[src/rtl/l2_port_arbiter_n.sv]
// N-port arbiter sharing one L2 block port between several L1 requesters.
// Selects a winner (fixed priority or round-robin), issues the block request
// to L2, passes the word stream through for the granted port, and pulses
// done_o when the last word of the block has moved.
//
// Handshake semantics:
//   - A requester holds req_i[k] (with stable rw_i/add_i) until it samples
//     done_o[k]. The grant is decided only in IDLE, so req_i changes on
//     ports other than the granted one are invisible until the next IDLE.
//   - l2_req_o is held high from the cycle after the grant until the last
//     word moves. l2_ack_i in ISSUE accepts the request; no word moves in
//     that cycle, even if l2_valid_i is also high.
//   - In XFER every cycle with l2_valid_i high moves exactly one word:
//     ready_o[g] mirrors it combinationally, so the L1 side sees read data
//     on data_o or has its data_i word consumed in that same cycle.
//     l2_valid_i outside XFER is ignored.
module l2_port_arbiter_n #(
   parameter int N_PORTS     = 2,
   parameter int BW_ADDR     = 24,
   parameter int BW_DATA     = 32,
   parameter int BLOCK_WORDS = 16,
   parameter int ARB_MODE    = 1
) (
   input  logic                         clock_i,
   input  logic                         resetn_i,
   input  logic [N_PORTS-1:0]           req_i,
   input  logic [N_PORTS-1:0]           rw_i,
   input  logic [N_PORTS*BW_ADDR-1:0]   add_i,
   input  logic [N_PORTS*BW_DATA-1:0]   data_i,
   output logic [N_PORTS-1:0]           ready_o,
   output logic [BW_DATA-1:0]           data_o,
   output logic [N_PORTS-1:0]           done_o,
   output logic [N_PORTS-1:0]           grant_o,
   output logic                         l2_req_o,
   output logic                         l2_rw_o,
   output logic [BW_ADDR-1:0]           l2_add_o,
   output logic [BW_DATA-1:0]           l2_data_o,
   input  logic                         l2_ack_i,
   input  logic                         l2_valid_i,
   input  logic [BW_DATA-1:0]           l2_data_i,
   output logic [31:0]                  conflict_count_o
);

   localparam int PW = (N_PORTS > 1) ? $clog2(N_PORTS) : 1;
   localparam int CW = $clog2(BLOCK_WORDS);

   localparam logic [1:0] S_IDLE  = 2'd0;
   localparam logic [1:0] S_ISSUE = 2'd1;
   localparam logic [1:0] S_XFER  = 2'd2;
   localparam logic [1:0] S_DONE  = 2'd3;

   logic [1:0]             state;
   logic [PW-1:0]          ptr;
   logic [PW-1:0]          gidx;
   logic [CW-1:0]          wcnt;

   logic [2*N_PORTS-1:0]   req_dbl;
   logic [N_PORTS-1:0]     req_rot;
   logic [PW-1:0]          off;
   logic [PW:0]            sum;
   logic [PW-1:0]          win;
   logic [PW-1:0]          ptr_nxt;

   // Rotate requests so the search starts at the round-robin pointer
   assign req_dbl = {req_i, req_i} >> ptr;
   assign req_rot = (ARB_MODE != 0) ? req_dbl[N_PORTS-1:0] : req_i;

   // Offset of the first set request in the (possibly rotated) vector
   always_comb begin
      off = '0;
      for (int k = N_PORTS-1; k >= 0; k--) begin
         if (req_rot[k]) off = PW'(k);
      end
   end

   // Map the offset back to a port index, wrapping modulo N_PORTS
   always_comb begin
      sum = {1'b0, ptr} + {1'b0, off};
      if (ARB_MODE == 0)
         win = off;
      else if (sum >= (PW+1)'(N_PORTS))
         win = PW'(sum - (PW+1)'(N_PORTS));
      else
         win = PW'(sum);
   end

   assign ptr_nxt = (gidx == PW'(N_PORTS-1)) ? '0 : gidx + 1'b1;

   // Pass-through paths for the granted port; quiet when nothing is granted
   always_comb begin
      ready_o   = '0;
      data_o    = '0;
      l2_data_o = '0;
      if (state == S_XFER && l2_valid_i) ready_o = grant_o;
      if (|grant_o) begin
         data_o    = l2_data_i;
         l2_data_o = data_i[int'(gidx)*BW_DATA +: BW_DATA];
      end
   end

   // Control FSM: grant, L2 request, word counting, completion, counters
   always_ff @(posedge clock_i or negedge resetn_i) begin
      if (!resetn_i) begin
         state            <= S_IDLE;
         ptr              <= '0;
         gidx             <= '0;
         wcnt             <= '0;
         grant_o          <= '0;
         done_o           <= '0;
         l2_req_o         <= 1'b0;
         l2_rw_o          <= 1'b0;
         l2_add_o         <= '0;
         conflict_count_o <= '0;
      end else begin
         case (state)
            S_IDLE: begin
               if (|req_i) begin
                  state    <= S_ISSUE;
                  gidx     <= win;
                  grant_o  <= {{(N_PORTS-1){1'b0}}, 1'b1} << win;
                  l2_req_o <= 1'b1;
                  l2_add_o <= add_i[int'(win)*BW_ADDR +: BW_ADDR];
                  l2_rw_o  <= rw_i[win];
                  if ($countones(req_i) > 1 && conflict_count_o != 32'hFFFF_FFFF)
                     conflict_count_o <= conflict_count_o + 32'd1;
               end
            end
            S_ISSUE: begin
               if (l2_ack_i) begin
                  state <= S_XFER;
                  wcnt  <= '0;
               end
            end
            S_XFER: begin
               if (l2_valid_i) begin
                  wcnt <= wcnt + 1'b1;
                  if (wcnt == CW'(BLOCK_WORDS-1)) begin
                     state    <= S_DONE;
                     done_o   <= grant_o;
                     l2_req_o <= 1'b0;
                  end
               end
            end
            S_DONE: begin
               state   <= S_IDLE;
               done_o  <= '0;
               grant_o <= '0;
               if (ARB_MODE != 0) ptr <= ptr_nxt;
            end
            default: state <= S_IDLE;
         endcase
      end
   end

endmodule

[config.mk]
export PLATFORM = sky130hd
export DESIGN_NAME = l2_port_arbiter_n
export DESIGN_NICKNAME = d
export VERILOG_FILES = /design/src/rtl/l2_port_arbiter_n.sv
export SDC_FILE = /design/constraint.sdc
export NUM_CORES = 1
export LEC_CHECK = 0
export CAP_MARGIN = 10
export CORE_ASPECT_RATIO = 0.8
export CORE_MARGIN = 2
export CORE_UTILIZATION = 33
export DETAILED_ROUTE_END_ITERATION = 6
export PLACE_DENSITY = 0.75
export SLEW_MARGIN = 20
export SYNTH_ARGS = -nofsm -noshare
export SYNTH_HDL_FRONTEND = slang
export SYNTH_SLANG_ARGS = --single-unit
[constraint.sdc]
create_clock -name clock_i -period 5.9 [get_ports clock_i]
set_clock_uncertainty 0.15 [all_clocks]
set_input_delay 1.18 -clock clock_i [delete_from_list [all_inputs] [get_ports clock_i]]
set_output_delay 1.18 -clock clock_i [all_outputs]
set_load 0.05 [all_outputs]
### Zoomed window, run 1

Bar = 20 µm. Window x 40 to 90, y 49 to 99 µm. Cells in grey, sequential cells in the stronger grey; small squares are vias.
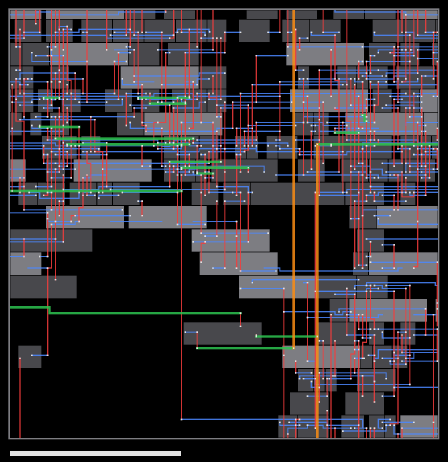
colour	layer
orange	M4
red	M2
blue	M1
green	M3
most frequent	dfrtp_1 (16)
cells with their middle in the window	118
netlist names of flops here include	`conflict_count_o` (13), `state` (2)
sequential cells in the window	16

### Sequential cells coloured by netlist name, run 1

Bar = 50 µm.
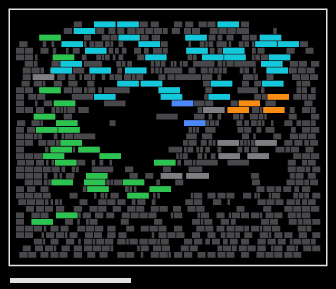
colour	netlist name	sequential cells
orange	`wcnt`	4
cyan	`conflict_count_o`	32
green	`l2_add_o`	24
blue	`state`	2
not coloured	8

### M1 wires, run 1

Bar = 50 µm.
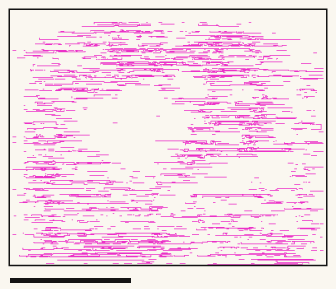
longest straight run	39.1 µm
share of all routed wire	43%
nets with wire on the layer	738
wire length on this layer	6,090 µm

### Ports around the boundary, run 1

Bar = 50 µm. Pins as bars across the die edge, other pins in grey.
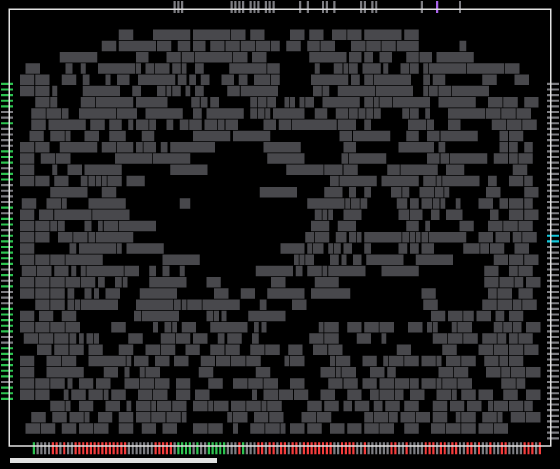
colour	port	pins	direction	edge
green	`add_i`	48	input	36 west, 12 south
cyan	`grant_o`	2	output	east
purple	`clock_i`	1	input	north
red	`data_i`	64	input	south
all pins by edge	134 south, 64 east, 57 west, 25 north

run 1: per-layer routing:
layer / routed length, µm / part of all wire [%] / vias up
li1: - / - / 2085
met4: 267 / 1.9 / 0
met1: 6090 / 43 / 1996
met3: 1140 / 8.1 / 20
met5: 0 / 0 / -
met2: 6650 / 47 / 184
run 1: stage by stage:
stage	setup slack [ns]	hold WS, ns	util (%)	power, mW
final	1.74	0.329	60.5	3.57
after global routing	1.70	0.361	60.5	3.76
after CTS	1.75	0.337	60.5	3.60
after detailed placement	1.74	0.323	57.8	3.00
after global placement	1.77	0.313	57.8	2.95
after floorplan	2.67	0.361	-	2.21
run 1: layout by cell type (no fill, tap or decap), types with 3 or more instances in the layout:
master           synthesis  layout
a21oi_1                  3       3
a22o_1                   6       6
and3_1                   5       5
clkbuf_16                0       9
clkdlybuf4s50_1          0     278
dfrtp_1                 70      69
ha_1                     7       7
inv_1                    4       4
mux2i_1                 57      57
nand2_1                 46      46
nand2b_1                 3       3
nand3_1                 14      14
nand4_1                 17      17
nor2_1                  41      40
nor2b_1                 35      35
nor3_1                   8       8
nor4_1                  11      11
o21ai_0                 32      32
xnor2_1                 16      16
xor2_1                  15      15
run 1: logic make-up after synthesis:
kind of cell    synth area share, %
compound gates                 7.16
xor+xnor                       6.42
fa+ha+maj                      2.07
buf+inv                        3.49
flops                          41.4
mux                            14.0
simple gates                   25.4
run 1: worst paths after layout:
| kind | from | to | slack (ns) | cells after the start |
|---|---|---|---|---|
| max | data_i[47] | l2_data_o[15] | 1.74 | 4 |
| min | l2_add_o[4] | l2_add_o[4] | 0.33 | 2 |
| max reg2reg | state[0] | conflict_count_o[22] | 3.26 | 6 |
| min reg2reg | l2_add_o[4] | l2_add_o[4] | 0.33 | 2 |
| max in group asynchronous | resetn_i | conflict_count_o[15] | 3.87 | 2 |
| min in group asynchronous | resetn_i | conflict_count_o[22] | 0.76 | 1 |
run 1: sequential cells by signal, summed over array words and instances (netlist names), 2 cells and up:
signal / count
wcnt: 4
conflict_count_o: 32
l2_add_o: 24
done_o: 2
grant_o: 2
state: 2
run 1: critical path: stages:
cell and delay (ns):
clkdlybuf4s50_1 0.46, mux2i_1 0.09, nor2_1 0.25, clkdlybuf4s50_1 0.85
run 1: power groups by stage:
stage | combinational [mW] | sequential, mW | clock (mW)
final | 2.23 | 0.755 | 0.590
after CTS | 2.24 | 0.757 | 0.600
after floorplan | 1.16 | 1.05 | 0
after detailed placement | 2.24 | 0.761 | 0
after global routing | 2.36 | 0.780 | 0.623
after global placement | 2.20 | 0.751 | 0
run 1: cell type report:
cell class	instances	area, µm²	share of cell area [%]
Timing Repair Buffer	281	2800	37.6
Multi-Input combinational cell	344	2350	31.6
Sequential cell	70	1750	23.5
Clock buffer	10	239	3.20
Tap cell	171	214	2.87
Clock inverter	6	85.1	1.14
Inverter	4	15.0	0.201
==> results.py, run 1 <==
# Flow results
metrics = {
    "final_timing": {
        "slew_headroom_pct": 33.2,
        "setup_violations": 0,
        "fin_crit_sh_pct": 70.5,
        "fin_crit_ns": 4.16,
        "finalHoldViolations": 0,
        "worstMarginPinSlew_ns": 0.998,
        "rsz0062_at_grt": "false",
        "max_freq_ghz": 0.240,
        "setup_tns_ns": 0,
        "slew_viol_final": 0,
    },
    "placed_design": {
        "place_congestion": 0.824,
        "post_dp_cell_area_um2": 7140,
        "dp_hpwl_mm": 11.3,
        "port_buffers": 279,
    },
    "critical_path": {
        "critPathRequiredTime_ns": 4.57,
        "path_class": "input pin to primary output",
        "crit_path_end_kind": "primary output",
        "cp-start-kind": "input pin",
        "crit_arrival_ns": 2.83,
        "worstPathMaxFanout": 1,
    },
    "die": {
        "die_h_um": 105,
        "core_um2": 12300,
        "num_io_pins": 280,
        "die_w_um": 131,
        "num_rows": 36,
        "initial_core_util_pct": 34.3,
        "chip_area_um2": 13700,
    },
    "global_routing": {
        "grt.busiest_layer": "met2",
        "overflow": 0,
        "met3_usage_pct": 5.63,
        "grt_antenna_before_repair": 0,
        "grt.total_usage_pct": 20.6,
        "use_met2_pct": 33.4,
        "grt_pass1_vias": 4257,
        "grt_use_met1_pct": 27.0,
    },
    "clock_network": {
        "post_cts_buffers": 0,
        "cts.htree.levels": 3,
        "hold_buffers": 0,
        "numClockSinks": 70,
        "clock_path_buffers": 2,
        "clkTransAtPathRegs_ns": 0.06,
        "cts_buffers": 9,
        "clock_latency_ns": 0.33,
        "cts_root_buf": "clkbuf_16",
        "cts_tree": "yes",
    },
    "synth": {
        "ys_cells": 445,
        "top_area_cell": "dfrtp_1",
        "enable_flop_cells": 0,
        "asyncSetResetFlopFracSynth_pct": 100,
        "synthDistinctLibCells": 45,
        "ys_seq_share_pct": 41.4,
        "syn_nets": 604,
        "synth-main-ff-cell": "dfrtp_1",
        "yosys.area.top_type_share_pct": 41.4,
        "synth_area_um2": 4230,
        "ys_warn_count": 0,
        "top_cells_by_area": "dfrtp_1, mux2i_1, nor2b_1",
        "yosys_area_um2": 4230,
        "most_common_cell": "dfrtp_1",
        "ys.flops": 70,
    },
    "finish": {
        "syn_to_final_growth_pct": 76.5,
        "diodes": 0,
        "fillCellCount": 1034,
        "nets": 869,
        "finalNonFillerCells": 886,
        "drive_above_1_share_pct": 5.03,
        "fin_area_um2": 7460,
    },
    "routing": {
        "vias": 4285,
        "vias_per_cell": 4.84,
        "wl_mm": 14.2,
        "first_iter_violations": 282,
        "ant_nets": 0,
        "drtPass1Iterations": 4,
        "drc": 0,
    },
    "flow_run": {
        "warnings": 30,
    },
    "power": {
        "share_comb_of_total_power_pct": 62.3,
        "vdd_drop_max_mv": 0.345,
        "netSwitchingFraction_pct": 50.7,
        "switchingPower_mw": 1.81,
        "clock_power_share_pct": 16.5,
        "seqPwrFrac_pct": 21.1,
        "pwr_density_cell_nw_per_um2": 478,
        "p_int_mw": 1.76,
        "p_leak_nw": 3.17,
    },
    "worst_hold_path": {
        "min_path_type": "flip-flop to flip-flop",
    },
    "status": {
        "status": "completed",
    },
}
### Clock nets, run 1

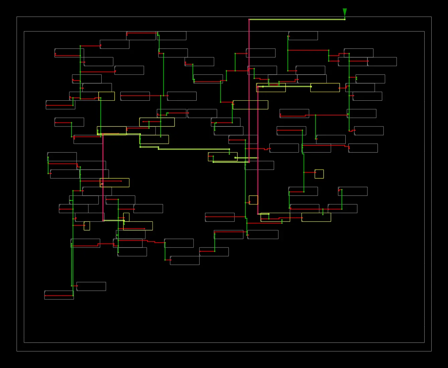

==> inputs of run 2 (changes only) <==
clock period = 4.1 ns   (was 5.9 ns; I/O delays follow)
### Clock nets, run 2

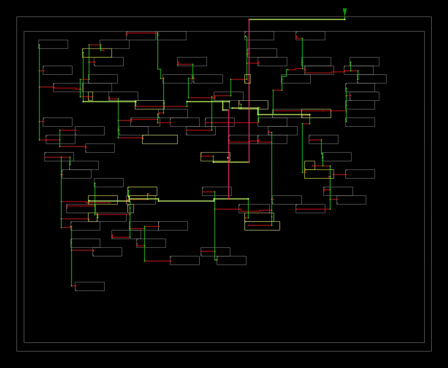
Inserted Clock Buffers: 9
flop count: 70
Power Clock: 0.830 mW
clock sink total: 70

==> run 2 against run 1 <==
Sequential power up about 40%. Routed wire length up 0.75%. Critical path depth unchanged. Core utilization up 0.23 points. Sequential share of layout area down 0.090 points. Flip-flop count unchanged.
==> results.py, run 2 <==
# Flow results
metrics = {
    "critical_path": {
        "path_class": "flip-flop to primary output",
        "cpLargestDelayFamily": "buffers and inverters",
        "path_buffers": 2,
        "worstPathCellList": "nor2_4, buf_4, nor2_1, clkdlybuf4s50_1",
        "max_stage_delay_ns": 0.72,
        "crit_arrival_ns": 2.55,
        "slowest_stage": "clkdlybuf4s50_1",
        "critPathRequiredTime_ns": 3.13,
        "cp-start-kind": "flip-flop",
    },
    "final_timing": {
        "fin_crit_sh_pct": 85.9,
        "fin_crit_ns": 3.52,
        "finalWorstSetupSlack_ns": 0.578,
        "finalHoldViolations": 0,
        "worstMarginPinSlew_ns": 0.736,
        "max_freq_ghz": 0.284,
        "rsz0062_at_grt": "false",
    },
    "routing": {
        "drtPass1Iterations": 4,
        "ant_nets": 0,
        "wl_mm": 14.3,
        "drc": 0,
        "first_iter_violations": 221,
    },
    "synth": {
        "synthCells": 445,
        "most_common_cell": "dfrtp_1",
        "synthDistinctLibCells": 45,
        "synth-main-ff-cell": "dfrtp_1",
        "ys_seq_share_pct": 41.4,
        "top_cells_by_area": "dfrtp_1, mux2i_1, nor2b_1",
        "syn_nets": 604,
        "top_area_cell": "dfrtp_1",
        "asyncSetResetFlopFracSynth_pct": 100,
        "yosys.area.top_type_share_pct": 41.4,
        "ys_warn_count": 0,
        "yosys_area_um2": 4230,
        "ys_cells": 445,
        "synth_area_um2": 4230,
    },
    "clock_network": {
        "cts_root_buf": "clkbuf_16",
        "cts.htree.levels": 3,
        "clkTransAtPathRegs_ns": 0.06,
        "hold_buffers": 0,
        "clock_path_buffers": 2,
        "post_cts_buffers": 0,
        "clock_latency_ns": 0.33,
        "cts_tree": "yes",
    },
    "finish": {
        "largest_reg_flops": 32,
        "layout_top_cell": "clkdlybuf4s50_1",
        "layout_top_cells": "clkdlybuf4s50_1, dfrtp_1, mux2i_1",
        "top_regs": "conflict_count_o: 32 flops, l2_add_o: 24 flops, wcnt: 4 flops",
        "syn_to_final_growth_pct": 77.2,
        "drive_above_1_share_pct": 5.56,
        "nets": 874,
        "regMostFlops": "conflict_count_o",
    },
    "die": {
        "num_io_pins": 280,
        "core_um2": 12300,
        "die_h_um": 105,
        "num_rows": 36,
        "initial_core_util_pct": 34.3,
        "die_w_um": 131,
    },
    "placed_design": {
        "dp_hpwl_mm": 11.5,
        "port_buffers": 279,
        "place_congestion": 0.862,
        "dp_slack_ns": 0.664,
    },
    "power": {
        "share_comb_of_total_power_pct": 63.3,
        "clock_power_share_pct": 16.1,
        "switchingPower_mw": 2.61,
        "netSwitchingFraction_pct": 50.7,
        "vdd_drop_max_mv": 0.472,
        "p_leak_nw": 3.19,
    },
    "flow_run": {
        "warnings": 30,
    },
    "global_routing": {
        "grt_antenna_before_repair": 0,
    },
    "status": {
        "status": "completed",
    },
}
### Zoomed window, run 2

Bar = 20 µm. Window x 40 to 90, y 49 to 99 µm. Cells in grey, sequential cells in the stronger grey; small squares are vias.
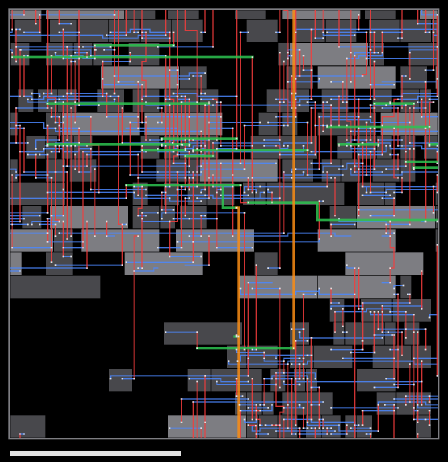
colour	layer
red	M2
orange	M4
blue	M1
green	M3
netlist names of flops here include	`conflict_count_o` (14), `state` (2)
cells with their middle in the window	140
most frequent	dfrtp_1 (18), nand2_1 (12), clkdlybuf4s50_1 (12)
sequential cells in the window	18

-- run 2: cell counts after synthesis --
No cell type changed its count.
-- run 2: cell families after synthesis --
| logic type | after synthesis | synth area share [%] |
|---|---|---|
| buf+inv | 31 | 3.49 |
| flops | 70 | 41.4 |
| simple gates | 196 | 25.4 |
| mux | 59 | 14.0 |
| xor+xnor | 31 | 6.42 |
| compound gates | 51 | 7.16 |
| fa+ha+maj | 7 | 2.07 |
-- run 2: routing by layer --
metal  GRT usage [%]  vias up  share of wire [%]
met1            25.9     2033                 41
met3            6.75       17                8.9
met4            5.62        0                1.7
met5               0        -                  0
met2            33.9      195                 48
li1                -     2098                  -
-- run 2: layout make-up --
cell class / instances / area (µm²)
fill: 1053 / 4850
timing repair buffer: 286 / 2840
multi-input combinational: 344 / 2350
sequential: 70 / 1750
clock buffer: 10 / 229
tap: 171 / 214
clock inverter: 6 / 86.3
inverter: 4 / 15.0
-- run 2: power by group through the flow --
| stage | registers (mW) | clock network (mW) | logic [mW] |
|---|---|---|---|
| 5_1_grt | 1.09 | 0.880 | 3.43 |
| 3_5_place_dp | 1.06 | 0 | 3.27 |
| 3_3_place_gp | 1.05 | 0 | 3.22 |
| 6_report | 1.06 | 0.830 | 3.26 |
| 2_1_floorplan | 1.51 | 0 | 1.67 |
| 4_1_cts | 1.06 | 0.846 | 3.28 |
-- run 2: worst register-to-register path, delay by kind of cell (launching register included) --
family	cells	cell delay, ns
and+or+nand+nor	4	1.32
DFF	1	0.44
adders and majority gates	1	0.24
xor gates and xnor gates	1	0.18
-- run 2: path summary, 6_finish.rpt --
| path | startpoint | endpoint | slack [ns] | cells after the start |
|---|---|---|---|---|
| worst max-delay path | grant_o[0] | l2_data_o[27] | 0.58 | 4 |
| worst min-delay path | l2_add_o[9] | l2_add_o[9] | 0.33 | 2 |
| worst max register to register | conflict_count_o[0] | conflict_count_o[15] | 1.64 | 6 |
| worst min register to register | l2_add_o[9] | l2_add_o[9] | 0.33 | 2 |
| max in group asynchronous | resetn_i | conflict_count_o[5] | 2.41 | 2 |
| min in group asynchronous | resetn_i | conflict_count_o[22] | 0.39 | 1 |
-- run 2: stage by stage --
stage	cell area, µm²	power, mW	utilization, %	instances	hold slack [ns]
final	7490	5.14	60.7	891	0.329
after floorplan	4230	3.18	-	445	0.361
after global routing	7490	5.40	60.7	891	0.355
after global placement	7180	4.27	58.2	875	0.314
after detailed placement	7180	4.34	58.2	875	0.321
after CTS	7490	5.18	60.7	891	0.334
No activity file was given, so power comes from the tool's default toggle rates.
